--- config.mk ---
export PLATFORM = sky130hd
export DESIGN_NAME = clkdiv_multi
export DESIGN_NICKNAME = d
export VERILOG_FILES = /design/src/rtl/clkdiv_pkg.sv /design/src/rtl/clkdiv_channel.sv /design/src/rtl/clkdiv_multi.sv
export SDC_FILE = /design/constraint.sdc
export NUM_CORES = 1
export LEC_CHECK = 0
export CORE_MARGIN = 2
export CORE_UTILIZATION = 57
export CTS_CLUSTER_DIAMETER = 40
export CTS_CLUSTER_SIZE = 30
export DETAILED_ROUTE_END_ITERATION = 12
export PLACE_DENSITY = 0.84
export SETUP_SLACK_MARGIN = 0.15
export SYNTH_ARGS = -nofsm -noshare
export SYNTH_HDL_FRONTEND = slang
export SYNTH_SLANG_ARGS = --single-unit
export TNS_END_PERCENT = 1
--- constraint.sdc ---
create_clock -name clk -period 12.55 [get_ports clk]
set_input_delay 2.51 -clock clk [delete_from_list [all_inputs] [get_ports clk]]
set_output_delay 2.51 -clock clk [all_outputs]
set_load 0.05 [all_outputs]
--- src/rtl/clkdiv_pkg.sv ---
// Shared defaults and helpers for the multi-channel clock divider.
// chan_idx_w gives the cfg_chan width, which is never narrower than one bit.
package clkdiv_pkg;

    localparam int CHANNELS_DEF    = 4;
    localparam int WIDTH_DEF       = 32;
    localparam int DEFAULT_DIV_DEF = 50_000_000;

    function automatic int chan_idx_w(input int n);
        return (n > 1) ? $clog2(n) : 1;
    endfunction

endpackage

--- src/rtl/clkdiv_channel.sv ---
// One divider channel: half-period counter, active and pending divisor,
// the 50% output clock and a tick strobe on every output toggle.
module clkdiv_channel
    import clkdiv_pkg::*;
#(
    parameter int WIDTH       = WIDTH_DEF,
    parameter int DEFAULT_DIV = DEFAULT_DIV_DEF
) (
    input  logic             clk,
    input  logic             rst,
    input  logic             en,
    input  logic             sync,
    input  logic             wr,
    input  logic [WIDTH-1:0] wr_div,
    output logic             pend,
    output logic             clk_out,
    output logic             tick
);

    logic [WIDTH-1:0] count_reg, count_next;
    logic [WIDTH-1:0] div_reg, div_next;
    logic [WIDTH-1:0] pend_div_reg, pend_div_next;
    logic             pend_reg, pend_next;
    logic             clk_reg, clk_next;
    logic             tick_reg, tick_next;
    logic [WIDTH-1:0] load_div;
    logic             terminal;

    // A divisor of zero would never reach terminal count, so it becomes 1.
    assign load_div = (wr_div == '0) ? WIDTH'(1) : wr_div;
    assign terminal = (count_reg == div_reg - WIDTH'(1));

    always_comb begin
        count_next    = count_reg;
        div_next      = div_reg;
        pend_div_next = pend_div_reg;
        pend_next     = pend_reg;
        clk_next      = clk_reg;
        tick_next     = 1'b0;
        if (sync || !en) begin
            // Stopped or restarting: a pending divisor has nothing to wait for.
            if (pend_reg) begin
                div_next  = pend_div_reg;
                pend_next = 1'b0;
            end
            if (sync) begin
                count_next = '0;
                clk_next   = 1'b0;
            end
            if (wr) begin
                div_next   = load_div;
                count_next = '0;
            end
        end else begin
            if (terminal) begin
                count_next = '0;
                clk_next   = ~clk_reg;
                tick_next  = 1'b1;
                if (pend_reg) begin
                    div_next  = pend_div_reg;
                    pend_next = 1'b0;
                end
            end else begin
                count_next = count_reg + WIDTH'(1);
            end
            // Held back until the next half-period boundary.
            if (wr) begin
                pend_div_next = load_div;
                pend_next     = 1'b1;
            end
        end
    end

    always_ff @(posedge clk or posedge rst) begin
        if (rst) begin
            count_reg    <= '0;
            div_reg      <= WIDTH'(DEFAULT_DIV);
            pend_div_reg <= '0;
            pend_reg     <= 1'b0;
            clk_reg      <= 1'b0;
            tick_reg     <= 1'b0;
        end else begin
            count_reg    <= count_next;
            div_reg      <= div_next;
            pend_div_reg <= pend_div_next;
            pend_reg     <= pend_next;
            clk_reg      <= clk_next;
            tick_reg     <= tick_next;
        end
    end

    assign pend    = pend_reg;
    assign clk_out = clk_reg;
    assign tick    = tick_reg;

endmodule

--- src/rtl/clkdiv_multi.sv ---
// Multi-channel programmable clock divider: decodes the config port,
// muxes cfg_ready from the addressed channel and fans sync out to all.
module clkdiv_multi
    import clkdiv_pkg::*;
#(
    parameter int CHANNELS    = CHANNELS_DEF,
    parameter int WIDTH       = WIDTH_DEF,
    parameter int DEFAULT_DIV = DEFAULT_DIV_DEF
) (
    input  logic                              clk,
    input  logic                              rst,
    input  logic [CHANNELS-1:0]               en,
    input  logic                              sync,
    input  logic                              cfg_valid,
    output logic                              cfg_ready,
    input  logic [chan_idx_w(CHANNELS)-1:0]   cfg_chan,
    input  logic [WIDTH-1:0]                  cfg_div,
    output logic [CHANNELS-1:0]               clk_out,
    output logic [CHANNELS-1:0]               tick
);

    localparam int CIW = chan_idx_w(CHANNELS);

    logic [CHANNELS-1:0] pend;
    logic [CHANNELS-1:0] wr;

    // Indices past the last channel stay ready so such writes drain harmlessly.
    always_comb begin
        cfg_ready = 1'b1;
        for (int i = 0; i < CHANNELS; i++) begin
            if (cfg_chan == CIW'(i)) begin
                cfg_ready = ~pend[i];
            end
        end
    end

    generate
        for (genvar gi = 0; gi < CHANNELS; gi++) begin : g_chan
            assign wr[gi] = cfg_valid && cfg_ready && (cfg_chan == CIW'(gi));

            clkdiv_channel #(
                .WIDTH       (WIDTH),
                .DEFAULT_DIV (DEFAULT_DIV)
            ) u_chan (
                .clk     (clk),
                .rst     (rst),
                .en      (en[gi]),
                .sync    (sync),
                .wr      (wr[gi]),
                .wr_div  (cfg_div),
                .pend    (pend[gi]),
                .clk_out (clk_out[gi]),
                .tick    (tick[gi])
            );
        end
    endgenerate

endmodule

==> results.json <==
{
  "status": "finished clean",
  "met1Wirelength_mm": 23.92,
  "top_cells_by_count": "348 x dfrtp_1, 219 x nor2_1, 132 x o22ai_1, 131 x mux2_2",
  "fin_ws_ns": 5.421,
  "final_cell_mix": "348 x dfrtp_1, 218 x nor2_1, 132 x o22ai_1",
  "ys_warn_count": 0,
  "netlist_top_cells_area": "dfrtp_1 38%, mux2_2 6.4%, a2bb2oi_2 5.9%, dfstp_2 5.5%, xnor2_1 4.5%",
  "drt-initial-drc-count": 1673,
  "synthCells": 2289,
  "critical_path.cell_chain": "clkdlybuf4s50_1 > mux4_2 > inv_1 > clkdlybuf4s50_1",
  "cts-buffers-inserted": 53,
  "clk_pin_slew_ns": 0.06,
  "min_path_cells": 1,
  "comb-cell-share_pct": 47.23,
  "maxSlewViolCount": 0,
  "final_net_count": 2286,
  "layout.nonclk_buf_share_pct": 2.862,
  "ant_nets": 0,
  "holdPathEnd": "g_chan[2].u_chan.pend_div_reg[13]",
  "cp_common_cell": "clkdlybuf4s50_1",
  "portBuffers": 50,
  "post_route_cells_drive_above_1_share_pct": 19.16,
  "multi_input_comb_cells": 1672,
  "hp-class": "reg -> reg",
  "diodes": 2,
  "maxSlewHeadroom_pct": 16.69,
  "first_global_vias": 18110,
  "fmax_mhz": 140.3,
  "worstHoldStart": "g_chan[2].u_chan.pend_div_reg[13]",
  "wl_met3_mm": 4.282,
  "grt.overflow.total": 0,
  "critPathRequiredTime_ns": 10.04,
  "r2r_end": "g_chan[2].u_chan.div_reg[31]",
  "synth-edff-count": 0,
  "worstSetupEndpoint": "cfg_ready",
  "p_leak_uw": 0.009986,
  "r2r-start": "g_chan[2].u_chan.div_reg[0]",
  "regArea_mm2": 0.009970,
  "dpl.cell_count": 2706,
  "final-clk-cell-share_pct": 7.574,
  "wl_per_cell_um": 21.30,
  "seq_share_pct": 39.19,
  "grt_use_total_pct": 28.65,
  "finalSetupViolations": 0
}
## cell families (layout without fill, tap and decap cells)
group / after synthesis / after routing / synth area share (%)
AND-OR/OR-AND: 484 / 484 / 17.54
XOR/XNOR: 224 / 224 / 8.543
adder cells (fa/ha/maj): 8 / 8 / 0.4359
buffers and inverters: 221 / 213 / 4.337
flip-flops: 396 / 396 / 43.41
multiplexers: 144 / 144 / 7.044
other: 0 / 2 / 0
AND/OR/NAND/NOR: 812 / 812 / 18.69
## critical path, delay by kind of cell
family | cells | cell delay, ns
buffers and inverters | 3 | 1.47
muxes | 1 | 0.63
## where the power goes
part           switching, uW  total, uW  internal [uW]
Combinational            350        738            388
Sequential               294       1820           1520
Clock                    692       1610            919
The metal 1 layer:
Cells faint in the background.
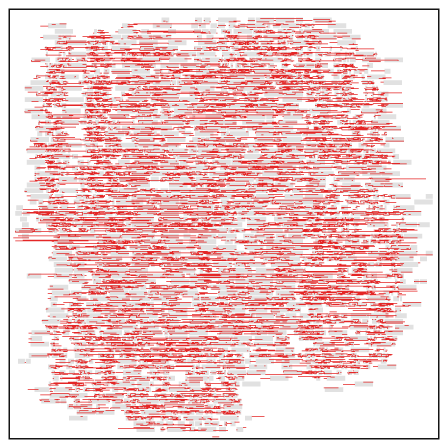
nets with wire on the layer: 2145
main direction: horizontal
longest straight run: 40.9 um
routing usage on met1: 37.37%
total number of vias: 18480
routed wire length: 59.81 mm

Metal 2:
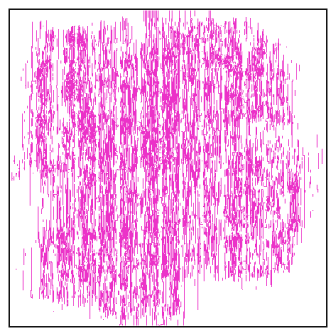
share of all routed wire: 48%
longest straight run: 67.8 um
met2 Usage GRT: 45.92%

No activity file was given, so power comes from the tool's default toggle rates.
